**Run 1: signal wires by layer**

Scale: 2 px per micron. Two of the layers only.
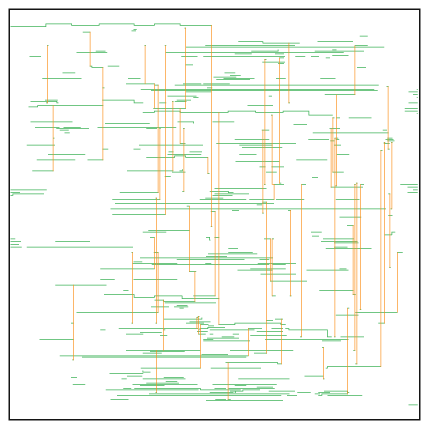
**Run 1: gate-type map**

Scale: 2 px per micron.
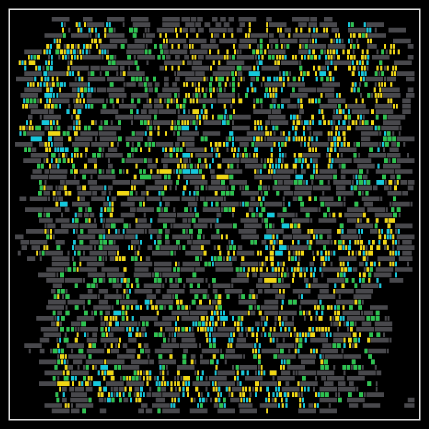
**Run 1: zoomed window**

Window x 87 to 117, y 128 to 158 microns. Cells in grey, sequential cells in the stronger grey; small squares are vias.
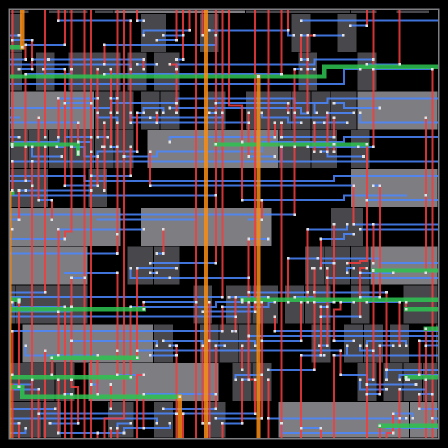
### config.mk
export PLATFORM = sky130hd
export DESIGN_NAME = ucsbece154b_perf_counters_flat
export DESIGN_NICKNAME = d
export VERILOG_FILES = /design/src/rtl/ucsbece154b_perf_pkg.sv /design/src/rtl/ucsbece154b_perf_counters_if.sv /design/src/rtl/ucsbece154b_perf_ctr.sv /design/src/rtl/ucsbece154b_perf_counters.sv /design/src/flat_wrapper.sv
export SDC_FILE = /design/constraint.sdc
export NUM_CORES = 1
export LEC_CHECK = 0
export ABC_AREA = 1
export CAP_MARGIN = 20
export CORE_MARGIN = 2
export CORE_UTILIZATION = 50
export CTS_BUF_LIST = sky130_fd_sc_hd__clkbuf_4 sky130_fd_sc_hd__clkbuf_8
export CTS_CLUSTER_DIAMETER = 100
export DETAILED_ROUTE_END_ITERATION = 7
export PLACE_DENSITY_LB_ADDON = 0.1
export SYNTH_ARGS = -nofsm -noshare
export SYNTH_HDL_FRONTEND = slang
export SYNTH_SLANG_ARGS = --single-unit
### constraint.sdc
create_clock -name clk -period 1.98 [get_ports clk]
set_clock_uncertainty 0.05 [all_clocks]
set_input_delay 0.396 -clock clk [delete_from_list [all_inputs] [get_ports clk]]
set_output_delay 0.396 -clock clk [all_outputs]
set_load 0.01 [all_outputs]
### src/rtl/ucsbece154b_perf_pkg.sv
// Shared constants for the performance-monitor block: read-port addresses,
// run-control state encoding and the two-slot event adder.
package ucsbece154b_perf_pkg;

  localparam int PERF_NUM_CTRS = 6;

  localparam logic [2:0] PERF_ADDR_CYCLE  = 3'd0;
  localparam logic [2:0] PERF_ADDR_INSTR  = 3'd1;
  localparam logic [2:0] PERF_ADDR_BRANCH = 3'd2;
  localparam logic [2:0] PERF_ADDR_BMISS  = 3'd3;
  localparam logic [2:0] PERF_ADDR_JUMP   = 3'd4;
  localparam logic [2:0] PERF_ADDR_JMISS  = 3'd5;
  localparam logic [2:0] PERF_ADDR_STATUS = 3'd6;
  localparam logic [2:0] PERF_ADDR_ZERO   = 3'd7;

  typedef logic [1:0] perf_state_t;

  localparam perf_state_t PERF_IDLE   = 2'd0;
  localparam perf_state_t PERF_RUN    = 2'd1;
  localparam perf_state_t PERF_FROZEN = 2'd2;

  // Number of slots (0..2) that raised an event this cycle.
  function automatic logic [1:0] perf_sum2(input logic a, input logic b);
    return {a & b, a ^ b};
  endfunction

endpackage

### src/rtl/ucsbece154b_perf_counters_if.sv
// Event-strobe and read-port bundle between the core and the perf counters.
interface ucsbece154b_perf_counters_if #(
  parameter int WIDTH = 32
);
  // Read port: rd_req_i is always accepted (no ready); rd_valid_o pulses for
  // exactly one cycle, one cycle after the request, with rd_data_o valid.
  logic             start_i;
  logic             stop_i;
  logic             clear_i;
  logic             issue1_i;
  logic             issue2_i;
  logic             branch1_i;
  logic             branch2_i;
  logic             jump1_i;
  logic             jump2_i;
  logic             miss1_i;
  logic             miss2_i;
  logic             rd_req_i;
  logic [2:0]       rd_addr_i;
  logic             rd_valid_o;
  logic [WIDTH-1:0] rd_data_o;
  logic             running_o;
  logic [1:0]       state_dbg;

  modport master (
    output start_i, stop_i, clear_i,
    output issue1_i, issue2_i, branch1_i, branch2_i,
    output jump1_i, jump2_i, miss1_i, miss2_i,
    output rd_req_i, rd_addr_i,
    input  rd_valid_o, rd_data_o, running_o, state_dbg
  );

  modport slave (
    input  start_i, stop_i, clear_i,
    input  issue1_i, issue2_i, branch1_i, branch2_i,
    input  jump1_i, jump2_i, miss1_i, miss2_i,
    input  rd_req_i, rd_addr_i,
    output rd_valid_o, rd_data_o, running_o, state_dbg
  );

endinterface

### src/rtl/ucsbece154b_perf_ctr.sv
// One WIDTH-bit event counter with 0..2 increment per cycle.
// Wraps by default; saturates at all-ones when PERF_SATURATE_EN is defined.
module ucsbece154b_perf_ctr #(
  parameter int WIDTH = 32
) (
  input  logic             clk,
  input  logic             reset,
  input  logic             clear,
  input  logic             enable,
  input  logic [1:0]       inc,
  output logic [WIDTH-1:0] count
);

  logic [WIDTH-1:0] next;

`ifdef PERF_SATURATE_EN
  logic [WIDTH:0] sum;

  assign sum  = {1'b0, count} + {{(WIDTH-1){1'b0}}, inc};
  assign next = sum[WIDTH] ? {WIDTH{1'b1}} : sum[WIDTH-1:0];
`else
  assign next = count + {{(WIDTH-2){1'b0}}, inc};
`endif

  // Clear has priority over a same-cycle increment.
  always_ff @(posedge clk or negedge reset) begin
    if (!reset) begin
      count <= '0;
    end else if (clear) begin
      count <= '0;
    end else if (enable) begin
      count <= next;
    end
  end

endmodule

### src/rtl/ucsbece154b_perf_counters.sv
// Performance monitor: run-control FSM, six event counters, snapshot shadow
// bank and a 1-cycle registered read port. Optional macro: PERF_SATURATE_EN.
module ucsbece154b_perf_counters
  import ucsbece154b_perf_pkg::*;
#(
  parameter int WIDTH = 32
) (
  input logic                        clk,
  input logic                        reset,
  ucsbece154b_perf_counters_if.slave bus
);

  perf_state_t      state;
  perf_state_t      state_next;
  logic             running;
  logic [1:0]       inc    [PERF_NUM_CTRS];
  logic [WIDTH-1:0] live   [PERF_NUM_CTRS];
  logic [WIDTH-1:0] shadow [1:PERF_NUM_CTRS-1];
  logic             snap;
  logic             rd_valid_q;
  logic [WIDTH-1:0] rd_data_q;
  logic [WIDTH-1:0] rd_mux;

  // Stop wins over a simultaneous start in every state.
  always_comb begin
    state_next = state;
    case (state)
      PERF_IDLE:   if (!bus.stop_i && bus.start_i) state_next = PERF_RUN;
      PERF_RUN:    if (bus.stop_i) state_next = PERF_FROZEN;
      PERF_FROZEN: if (!bus.stop_i && bus.start_i) state_next = PERF_RUN;
      default:     state_next = PERF_IDLE;
    endcase
  end

  always_ff @(posedge clk or negedge reset) begin
    if (!reset) begin
      state <= PERF_IDLE;
    end else begin
      state <= state_next;
    end
  end

  assign running = (state == PERF_RUN);

  // A miss only counts when the same slot carries the matching branch/jump.
  assign inc[PERF_ADDR_CYCLE]  = 2'd1;
  assign inc[PERF_ADDR_INSTR]  = perf_sum2(bus.issue1_i, bus.issue2_i);
  assign inc[PERF_ADDR_BRANCH] = perf_sum2(bus.branch1_i, bus.branch2_i);
  assign inc[PERF_ADDR_BMISS]  = perf_sum2(bus.branch1_i & bus.miss1_i,
                                           bus.branch2_i & bus.miss2_i);
  assign inc[PERF_ADDR_JUMP]   = perf_sum2(bus.jump1_i, bus.jump2_i);
  assign inc[PERF_ADDR_JMISS]  = perf_sum2(bus.jump1_i & bus.miss1_i,
                                           bus.jump2_i & bus.miss2_i);

  for (genvar i = 0; i < PERF_NUM_CTRS; i++) begin : g_ctr
    ucsbece154b_perf_ctr #(
      .WIDTH (WIDTH)
    ) u_ctr (
      .clk    (clk),
      .reset  (reset),
      .clear  (bus.clear_i),
      .enable (running),
      .inc    (inc[i]),
      .count  (live[i])
    );
  end

  // Reading the cycle counter freezes a coherent copy of the other five.
  assign snap = bus.rd_req_i && (bus.rd_addr_i == PERF_ADDR_CYCLE);

  always_ff @(posedge clk or negedge reset) begin
    if (!reset) begin
      for (int i = 1; i < PERF_NUM_CTRS; i++) shadow[i] <= '0;
    end else if (bus.clear_i) begin
      for (int i = 1; i < PERF_NUM_CTRS; i++) shadow[i] <= '0;
    end else if (snap) begin
      for (int i = 1; i < PERF_NUM_CTRS; i++) shadow[i] <= live[i];
    end
  end

  always_comb begin
    rd_mux = '0;
    case (bus.rd_addr_i)
      PERF_ADDR_CYCLE:  rd_mux = live[0];
      PERF_ADDR_INSTR:  rd_mux = shadow[1];
      PERF_ADDR_BRANCH: rd_mux = shadow[2];
      PERF_ADDR_BMISS:  rd_mux = shadow[3];
      PERF_ADDR_JUMP:   rd_mux = shadow[4];
      PERF_ADDR_JMISS:  rd_mux = shadow[5];
      PERF_ADDR_STATUS: rd_mux = {{(WIDTH-3){1'b0}}, running, state};
      PERF_ADDR_ZERO:   rd_mux = '0;
      default:          rd_mux = '0;
    endcase
  end

  // Values are taken before this edge's clear/increment take effect.
  always_ff @(posedge clk or negedge reset) begin
    if (!reset) begin
      rd_valid_q <= 1'b0;
      rd_data_q  <= '0;
    end else begin
      rd_valid_q <= bus.rd_req_i;
      if (bus.rd_req_i) rd_data_q <= rd_mux;
    end
  end

  assign bus.rd_valid_o = rd_valid_q;
  assign bus.rd_data_o  = rd_data_q;
  assign bus.running_o  = running;
  assign bus.state_dbg  = state;

endmodule

### src/flat_wrapper.sv
// flat-port wrapper written by rule: the top's interface ports become plain ports
module ucsbece154b_perf_counters_flat import ucsbece154b_perf_pkg::*;
#(
  parameter int WIDTH = 32
)
  (clk, reset, bus_start_i, bus_stop_i, bus_clear_i, bus_issue1_i, bus_issue2_i, bus_branch1_i, bus_branch2_i, bus_jump1_i, bus_jump2_i, bus_miss1_i, bus_miss2_i, bus_rd_req_i, bus_rd_addr_i, bus_rd_valid_o, bus_rd_data_o, bus_running_o, bus_state_dbg);
  ucsbece154b_perf_counters_if #(.WIDTH(WIDTH)) bus_i ();
  input logic clk;
  input logic reset;
  input wire logic [$bits(bus_i.start_i)-1:0] bus_start_i;
  input wire logic [$bits(bus_i.stop_i)-1:0] bus_stop_i;
  input wire logic [$bits(bus_i.clear_i)-1:0] bus_clear_i;
  input wire logic [$bits(bus_i.issue1_i)-1:0] bus_issue1_i;
  input wire logic [$bits(bus_i.issue2_i)-1:0] bus_issue2_i;
  input wire logic [$bits(bus_i.branch1_i)-1:0] bus_branch1_i;
  input wire logic [$bits(bus_i.branch2_i)-1:0] bus_branch2_i;
  input wire logic [$bits(bus_i.jump1_i)-1:0] bus_jump1_i;
  input wire logic [$bits(bus_i.jump2_i)-1:0] bus_jump2_i;
  input wire logic [$bits(bus_i.miss1_i)-1:0] bus_miss1_i;
  input wire logic [$bits(bus_i.miss2_i)-1:0] bus_miss2_i;
  input wire logic [$bits(bus_i.rd_req_i)-1:0] bus_rd_req_i;
  input wire logic [$bits(bus_i.rd_addr_i)-1:0] bus_rd_addr_i;
  output wire logic [$bits(bus_i.rd_valid_o)-1:0] bus_rd_valid_o;
  output wire logic [$bits(bus_i.rd_data_o)-1:0] bus_rd_data_o;
  output wire logic [$bits(bus_i.running_o)-1:0] bus_running_o;
  output wire logic [$bits(bus_i.state_dbg)-1:0] bus_state_dbg;
  assign bus_i.start_i = bus_start_i;
  assign bus_i.stop_i = bus_stop_i;
  assign bus_i.clear_i = bus_clear_i;
  assign bus_i.issue1_i = bus_issue1_i;
  assign bus_i.issue2_i = bus_issue2_i;
  assign bus_i.branch1_i = bus_branch1_i;
  assign bus_i.branch2_i = bus_branch2_i;
  assign bus_i.jump1_i = bus_jump1_i;
  assign bus_i.jump2_i = bus_jump2_i;
  assign bus_i.miss1_i = bus_miss1_i;
  assign bus_i.miss2_i = bus_miss2_i;
  assign bus_i.rd_req_i = bus_rd_req_i;
  assign bus_i.rd_addr_i = bus_rd_addr_i;
  assign bus_rd_valid_o = bus_i.rd_valid_o;
  assign bus_rd_data_o = bus_i.rd_data_o;
  assign bus_running_o = bus_i.running_o;
  assign bus_state_dbg = bus_i.state_dbg;
  ucsbece154b_perf_counters #(.WIDTH(WIDTH)) u_core (.clk(clk), .reset(reset), .bus(bus_i));
endmodule
==> results_dict.tcl, run 1 <==
# metrics dict for downstream scripts
set metrics [dict create \
    status "completed" \
    area_growth_pct 19.7 \
    core_util_floorplan 0.506 \
    instances_no_fill 3458 \
    startpoint "u_core.bus.state_dbg[0]" \
    dieWidth_microns 205 \
    worst-setup-path-type "reg2out" \
    crit_path_max_fanout 4 \
    drc 0 \
    ff2ff_setup_slack_ps 120 \
    io_pins 53 \
    setup_viol 0 \
    rr_endpoint "u_core.g_ctr[3].u_ctr.count[25]" \
    worstHoldPathType "in2async" \
    synth_area_per_cell_sq_um 7.42 \
    area_leaders "dfrtp_1 (48%), nand2_1 (11%), inv_1 (8.3%)" \
    first_global_vias 18200 \
    synth_dominant_cell_count "nand2_1" \
    floorplan.die_area_sq_um 41800 \
    top_cell_area_share 0.482 \
    vias_per_cell 5.40 \
    first_pass_iters 6 \
    dp_hpwl_microns 45200 \
    ys_seq_share 0.482 \
    async_flop_share 1.00 \
    cts-root-buf "clkbuf_8" \
    period_used_share 0.970 \
    yosys_warnings 0 \
    placedCellCount 3341 \
    r2r-start "u_core.g_ctr[3].u_ctr.count[1]" \
    p_leak_nw 11.3 \
    maxSlewViolCount 0 \
    power_mw 17.2 \
    drv_cap 0 \
    reg2regPathDepth 11 \
    io_buffers 52 \
    edf_count 0 \
    timing.final.crit_period_ps 1920 \
    clock_path_buffers 3 \
    tool_warnings 28 \
    syn_area_sq_um 20100 \
    start_kind "flop" \
    common_cells "nand2_1 (586), inv_1 (442), nor2_1 (399), dfrtp_1 (387), nand3_1 (194)" \
    rsz0062_at_grt "yes" \
    arrival_ps 1480 \
    syn-num-nets 2748 \
    cts_inserted_buffers 69 \
    ir_drop_mv 0.412 \
]
-- 'signal wires by layer' (at the start) --
Orange stands for met4, wire length 2440 microns. Green stands for met3, wire length 4870 microns.
Via Count: 18.7k
DR WL/cell: 17.8 microns
Total GRT Usage: 0.303
final WL: 61500 microns

-- 'gate-type map' (at the start) --
Cyan stands for NOR gates, cells 454, where widely spread. Yellow stands for NAND gates, cells 816, where widely spread. Green stands for inverting AOI/OAI gates, cells 482, where widely spread.

-- 'zoomed window' (at the start) --
Green stands for met3. Red stands for met2. Blue stands for met1. Orange stands for met4.
76 logic cells have their middle in the window. Most frequent: nand2_1 (20), nor2_1 (14). Sequential cells in the window: 11. Netlist names of flops here include u_core.g_ctr.u_ctr.count (11).

-- run 1: worst min path at each step --
stage,from,slack (ps),end,cells after the start
2_1_floorplan,reset,50,u_core.bus.rd_data_o[0],0
3_3_place_gp,reset,260,u_core.shadow[155],1
3_5_place_dp,reset,260,u_core.shadow[154],1
4_1_cts,reset,190,u_core.shadow[154],2
5_1_grt,reset,220,u_core.shadow[157],2
6_report,reset,220,u_core.shadow[154],2
-- run 1: routing by layer --
metal / up-vias / part of all wire / track usage
li1: 9092 / - / -
met1: 8827 / 0.46 / 0.427
met2: 622 / 0.42 / 0.445
met3: 136 / 0.079 / 0.0783
met4: 0 / 0.040 / 0.125
met5: - / 0 / 0
-- run 1: power breakdown --
| part | total, mW | internal, mW | switching, mW |
|---|---|---|---|
| clock network | 7.60 | 4.30 | 3.30 |
| registers | 8.06 | 7.99 | 0.0655 |
| logic | 1.54 | 0.555 | 0.986 |
-- run 1: kinds of logic after synthesis --
| group | share of synthesized area |
|---|---|
| xor+xnor | 0.000436 |
| fa+ha+maj | 0.0149 |
| flops | 0.482 |
| compound gates | 0.134 |
| simple gates | 0.262 |
| buf+inv | 0.107 |
-- run 1: cell usage in the layout (no fill, tap or decap), types with 11 or more instances in the layout --
master	count
buf_12	31
clkbuf_8	88
nor2_2	17
o21ai_0	174
dlymetal6s2s_1	11
nor2_4	18
a21oi_1	97
o21ai_1	21
dfrtp_1	386
o22ai_1	167
inv_1	438
nor3_1	34
nand3_1	186
dlygate4sd2_1	27
nor2_1	380
nand4_1	29
nand2_1	578
buf_4	125
clkbuf_4	19
-- run 1: registers in the layout, indices dropped and copies added (netlist names) --
name / flops
u_core.g_ctr.u_ctr.count: 192
u_core.shadow: 160
u_core.bus.rd_data_o: 32
u_core.bus.state_dbg: 2
u_core.bus.rd_valid_o: 1
-- run 1: worst max-delay path, stage by stage, from the launching register on --
cell	delay, ps
dfrtp_1	410
inv_2	70
nor2_4	160
buf_12	130
buf_6	90
-- run 1: what timing repair did --
action	in CTS	in global routing
hold endpoints to repair	163	0
setup endpoints to repair	82	84
buffers inserted	1	3
hold buffers	1	0
resized	48	63
pin swaps	2	14
-- run 1: stage by stage --
step           TNS (ps)  area [sq um]  setup WS [ps]  utilization
5_1_grt           -40.0         24100          -23.4        0.606
6_report              0         24100           59.0        0.606
2_1_floorplan         0         20100           2.43            -
3_3_place_gp    -116560         22400           -911        0.564
4_1_cts           -59.8         23800          -59.8        0.600
3_5_place_dp    -125840         22400           -937        0.564
-- run 1: final cells by class --
class	count	area, sq um
inverters	446	1680
flip-flops and latches	387	9690
multi-input cells	1776	8550
well taps	525	657
fillers	3599	15700
clock inverters	4	22.5
diodes	1	2.50
repair buffers	212	2120
clock buffers	107	1350
**Run 1: routing congestion**

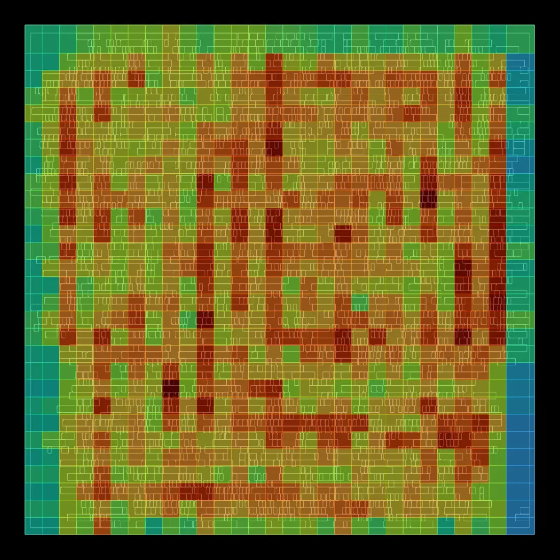

## Run 2: what changed since run 1
--- a/config.mk
+++ b/config.mk
@@ -12,7 +12,7 @@
 export CTS_BUF_LIST = sky130_fd_sc_hd__clkbuf_4 sky130_fd_sc_hd__clkbuf_8
 export CTS_CLUSTER_DIAMETER = 100
 export DETAILED_ROUTE_END_ITERATION = 7
-export PLACE_DENSITY_LB_ADDON = 0.1
+export PLACE_DENSITY = 0.67
 export SYNTH_ARGS = -nofsm -noshare
 export SYNTH_HDL_FRONTEND = slang
 export SYNTH_SLANG_ARGS = --single-unit
**Run 2: routing congestion**

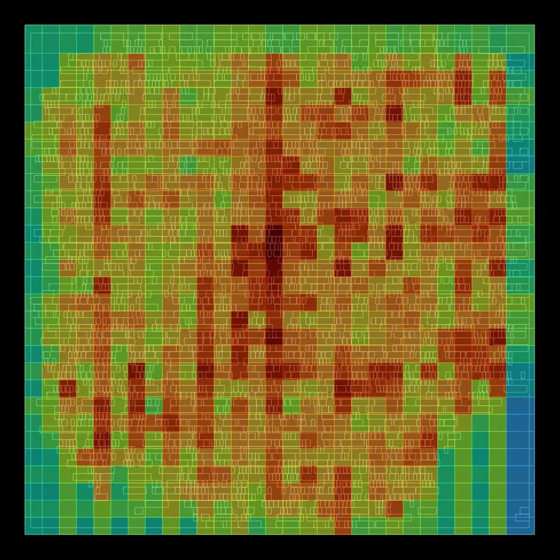
Total GRT Usage: 0.299
met2 Use GR: 0.459
met3 Usage GRT: 0.0484
DR WL/cell: 17.6 microns

**Run 2: signal wires by layer**

Scale: 2 px per micron. Two of the layers only.
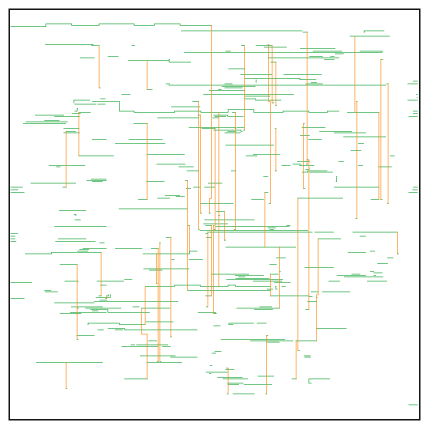
Green stands for met3, wire length 3480 microns. Orange stands for met4, wire length 1940 microns.

**Run 2: M1 wires**

Scale: 2 px per micron. Supply wires on this layer in grey.
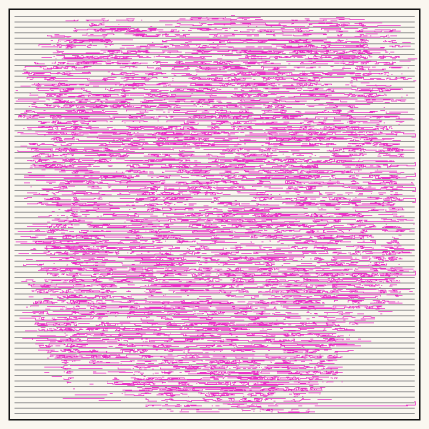
The layer holds 46% of the routed length. The layer carries 28.0 mm of wire. The wires run mostly horizontal. 2769 nets have wire on it. The longest straight run is 81.0 microns.

==> run 2 against run 1 <==
Core utilization about the same; power grew 3.8%; combinational power shrank 5%; first-iteration DRC count decreased by 13%; fmax fell by 0.45%; largest power group is now clock.
==> results_dict.tcl, run 2 <==
# metrics dict for downstream scripts
set metrics [dict create \
    status "completed" \
    final_cell_mix "nand2_1 (578), inv_1 (437), dfrtp_1 (386), nor2_1 (377), nand3_1 (185)" \
    common_cells "nand2_1 (586), inv_1 (442), nor2_1 (399), dfrtp_1 (387), nand3_1 (194)" \
    period_used_share 0.975 \
    synth_dominant_cell_count "nand2_1" \
    dieWidth_microns 205 \
    tool_warnings 27 \
    n_antenna_cell 0 \
    core_util_floorplan 0.506 \
    path_buffers 1 \
    ir_drop_mv 0.528 \
    ys_seq_share 0.482 \
    tns_ps 0 \
    crit_chain "clkdlybuf4s50_1" \
    clock_path_buffers 3 \
    placed_cell_area_sq_um 22200 \
    start_kind "flop" \
    floorplan.die_area_sq_um 41800 \
    via_count 18800 \
    r2r-start "u_core.bus.state_dbg[1]" \
    io_pins 53 \
    drv_cap 0 \
    worst-setup-path-type "reg2out" \
    synth_area_per_cell_sq_um 7.42 \
    yosys_warnings 0 \
    maxSlewViolCount 0 \
    edf_count 0 \
    worst_slack_ps 50.3 \
    syn_area_sq_um 20100 \
    dp_hpwl_microns 44800 \
    placedCellCount 3323 \
    slowest_stage "clkdlybuf4s50_1" \
    arrival_ps 1480 \
]
## run 2: cell counts after synthesis
No cell type changed its count.
## run 2: logic make-up (layout without fill, tap and decap cells)
logic type	count (synthesis)	after routing	synth area share
compound gates	483	483	0.134
xor+xnor	1	1	0.000436
fa+ha+maj	21	21	0.0149
buf+inv	547	772	0.107
flops	387	387	0.482
simple gates	1271	1271	0.262
## run 2: layer usage
layer,vias to the layer above,global-route usage,part of all wire
met5,-,0,0
met3,115,0.0484,0.057
met1,9056,0.427,0.46
met4,0,0.110,0.032
met2,589,0.459,0.45
li1,9069,-,-
## run 2: per-stage QoR
stage / util / total power [mW]
6_report: 0.606 / 17.9
5_1_grt: 0.606 / 18.5
4_1_cts: 0.600 / 17.9
3_5_place_dp: 0.560 / 9.63
3_3_place_gp: 0.560 / 9.62
2_1_floorplan: - / 8.79
## run 2: area by class of cell
cell class                 count  area, sq um
sequential                   387         9690
fill                        3591        15600
tap                          525          657
timing repair buffer         199         1960
multi-input combinational   1776         8520
clock inverter                10         87.6
inverter                     446         1680
clock buffer                 117         1490
## run 2: what timing repair did
item | 4_1_cts | 5_1_grt
hold buffers | 1 | 0
gates resized | 54 | 60
pin swaps | 3 | 19
hold endpoints to repair | 96 | 0
buffers inserted | 1 | 8
setup endpoints to repair | 89 | 76
## run 2: power by group
part	leakage (nW)	internal [mW]	total (mW)	switching (mW)
clock	0.823	4.88	8.34	3.47
combinational	4.96	0.519	1.46	0.940
sequential	5.39	7.99	8.05	0.0618
total	11.2	13.4	17.9	4.47
## run 2: worst register-to-register path, delay by kind of cell (launching register included)
family	cells	cell delay, ps
buf+inv	4	560
simple gates	3	440
flops	1	440
compound gates	2	280
## run 2: worst max path at each step
stage                                         from                              end  slack (ps)  depth (start not counted)
final                     u_core.bus.rd_data_o[21]                bus_rd_data_o[21]          50                          1
after global routing                   bus_miss1_i  u_core.g_ctr[5].u_ctr.count[14]         -20                         14
after CTS                              bus_jump2_i  u_core.g_ctr[5].u_ctr.count[24]           2                         13
after detailed placement               bus_miss1_i  u_core.g_ctr[5].u_ctr.count[30]        -920                         14
after global placement               bus_branch1_i  u_core.g_ctr[3].u_ctr.count[30]        -890                         14
after floorplan                       bus_issue2_i  u_core.g_ctr[1].u_ctr.count[20]           2                         11
**Run 2: gate-type map**

Scale: 2 px per micron.
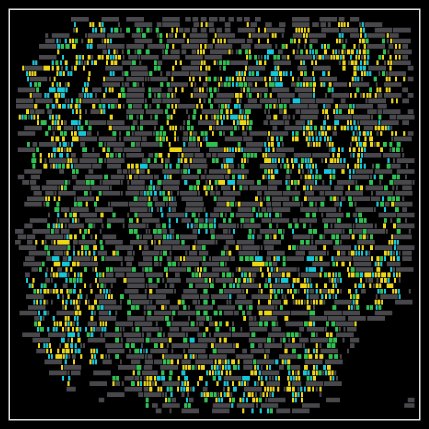

## Run 3: what changed since run 2
--- a/config.mk
+++ b/config.mk
@@ -15,4 +15,5 @@
 export PLACE_DENSITY = 0.67
 export SYNTH_ARGS = -nofsm -noshare
 export SYNTH_HDL_FRONTEND = slang
+export SYNTH_HIERARCHICAL = 1
 export SYNTH_SLANG_ARGS = --single-unit
**Run 3: gate-type map**

Scale: 2 px per micron.
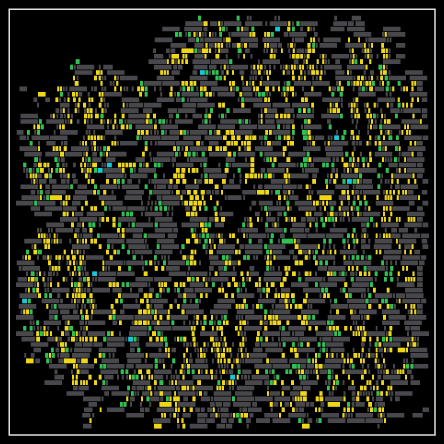
Yellow stands for NAND gates, cells 1144, where widely spread. Green stands for inverting AOI/OAI gates, cells 388, where widely spread. Cyan stands for AND-OR and OR-AND gates, cells 10.

**Run 3: M1 wires**

Scale: 2 px per micron. Supply wires on this layer in grey.
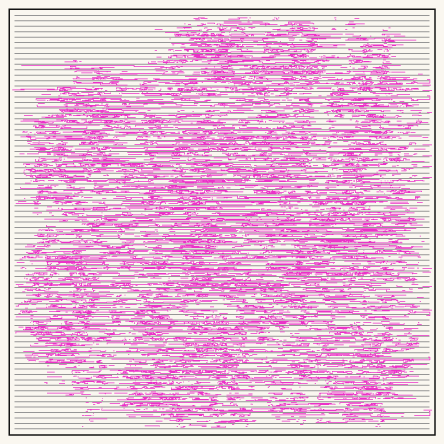
The layer carries 28.5 mm of wire. The wires run mostly horizontal. The layer holds 44% of the routed length. 2918 nets have wire on it. The longest straight run is 67.6 microns.

==> run 3 against run 2 <==
Count of clock-buffer cells in the layout shrank 6; cell area grew 4.1%; worst setup slack gained 6.2 ps; register-to-register slack is essentially flat; non-clock buffer count shrank 35; sequential power is essentially flat; worst hold slack lost 35 ps; fmax grew 0.32%; via count grew 8.2%; global-route usage shrank 0.60 points.
==> results_dict.tcl, run 3 <==
# metrics dict for downstream scripts
set metrics [dict create \
    area_growth_pct 15.8 \
    top_register "u_core/g_ctr.u_ctr/count" \
    synth_dominant_cell_count "nand2_1" \
    dieWidth_microns 212 \
    ys_seq_share 0.447 \
    io_pins 53 \
    post-route-util 0.585 \
    edf_count 0 \
    setup_viol 0 \
    dp_hpwl_microns 46400 \
    async_flop_share 1.00 \
    cts_inserted_buffers 70 \
    drc 0 \
    largest_reg_flops 192 \
    ir_drop_mv 0.489 \
    instances_no_fill 3720 \
    arrival_ps 1480 \
    synth_area_per_cell_sq_um 7.28 \
    cts-root-buf "clkbuf_8" \
    common_cells "nand2_1 (644), nor2_1 (408), dfrtp_1 (387), inv_1 (382), nand3_1 (335)" \
    fillCellCount 4029 \
    io_buffers 52 \
    min_path_cells 3 \
    p_leak_nw 11.6 \
    status "completed" \
    reg2regPathDepth 8 \
]
**Run 3: zoomed window**

Window x 91 to 121, y 133 to 163 microns. Cells in grey, sequential cells in the stronger grey; small squares are vias.
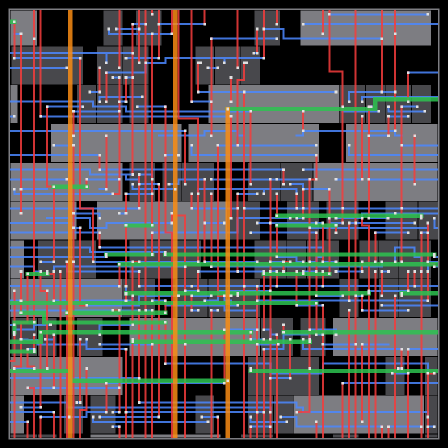
Blue stands for met1. Green stands for met3. Orange stands for met4. Red stands for met2.
Netlist names of flops here include u_core/shadow (14). 68 logic cells have their middle in the window. Sequential cells in the window: 14. Most frequent: nand4_1 (16), dfrtp_1 (14), inv_1 (13).

run 3: cell type report:
type / instances / area [sq um] / share of cell area
multi-input cells: 2068 / 10000 / 0.399
flip-flops and latches: 387 / 9680 / 0.386
repair buffers: 164 / 1730 / 0.0688
inverters: 392 / 1490 / 0.0594
clock buffers: 111 / 1370 / 0.0547
well taps: 585 / 732 / 0.0292
clock inverters: 13 / 75.1 / 0.00299
run 3: power by group:
group / internal, mW / switching [mW] / leakage (nW)
registers: 8.00 / 0.0752 / 5.39
logic: 0.522 / 1.05 / 5.48
clock network: 4.39 / 3.41 / 0.769
run 3: how the worst max path moves through the flow:
stage / from / cells after the start / slack [ps] / endpoint
2_1_floorplan: bus_jump1_i / 11 / -10 / u_core/g_ctr[5].u_ctr/count[30]
3_3_place_gp: bus_miss1_i / 13 / -680 / u_core/g_ctr[3].u_ctr/count[24]
3_5_place_dp: bus_miss2_i / 13 / -700 / u_core/g_ctr[3].u_ctr/count[24]
4_1_cts: u_core/bus.rd_valid_o / 1 / 4 / bus_rd_valid_o
5_1_grt: u_core/g_ctr[0].u_ctr/count[0] / 8 / -80 / u_core/g_ctr[0].u_ctr/count[26]
6_report: u_core/bus.state_dbg[1] / 5 / 60 / bus_running_o
run 3: worst max-delay path, stage by stage, from the launching register on:
cell	delay (ps)
dfrtp_1	380
inv_1	70
nand2_2	70
inv_4	80
buf_12	140
buf_6	110
run 3: cell families (layout without fill, tap and decap cells):
| logic type | Yosys count | count (layout) | share of synthesized area |
|---|---|---|---|
| other | 2 | 3 | 0.000347 |
| AND/OR/NAND/NOR | 1644 | 1644 | 0.340 |
| adder cells (fa/ha/maj) | 23 | 23 | 0.0154 |
| AND-OR/OR-AND | 398 | 398 | 0.0951 |
| buffers and inverters | 521 | 680 | 0.102 |
| flip-flops | 387 | 387 | 0.447 |
run 3: routing by layer:
metal	vias to the layer above	wire length [microns]	track usage
met5	-	0	0
met4	0	2230	0.108
met3	145	4080	0.0477
met2	699	29500	0.463
met1	9695	28500	0.407
li1	9843	-	-
run 3: repair_timing:
| item | 4_1_cts | 5_1_grt |
|---|---|---|
| endpoints found under the setup margin | 38 | 116 |
| setup buffers | 2 | 9 |
| gates resized | 44 | 66 |
| hold buffers | 1 | 0 |
| hold endpoints to repair | 92 | 0 |
| pin swaps | 0 | 23 |
| gates cloned | 0 | 1 |
run 3: metrics by stage:
| stage | TNS (ps) | hold WS (ps) | instance area [sq um] | setup slack, ps |
|---|---|---|---|---|
| after floorplan | -13.8 | 50.4 | 21700 | -13.8 |
| after global placement | -72890 | 301 | 23300 | -677 |
| after detailed placement | -77760 | 305 | 23300 | -699 |
| after CTS | 0 | 130 | 24700 | 4.22 |
| after global routing | -215 | 147 | 25100 | -84.3 |
| final | 0 | 173 | 25100 | 56.5 |
No activity file was given, so power comes from the tool's default toggle rates.
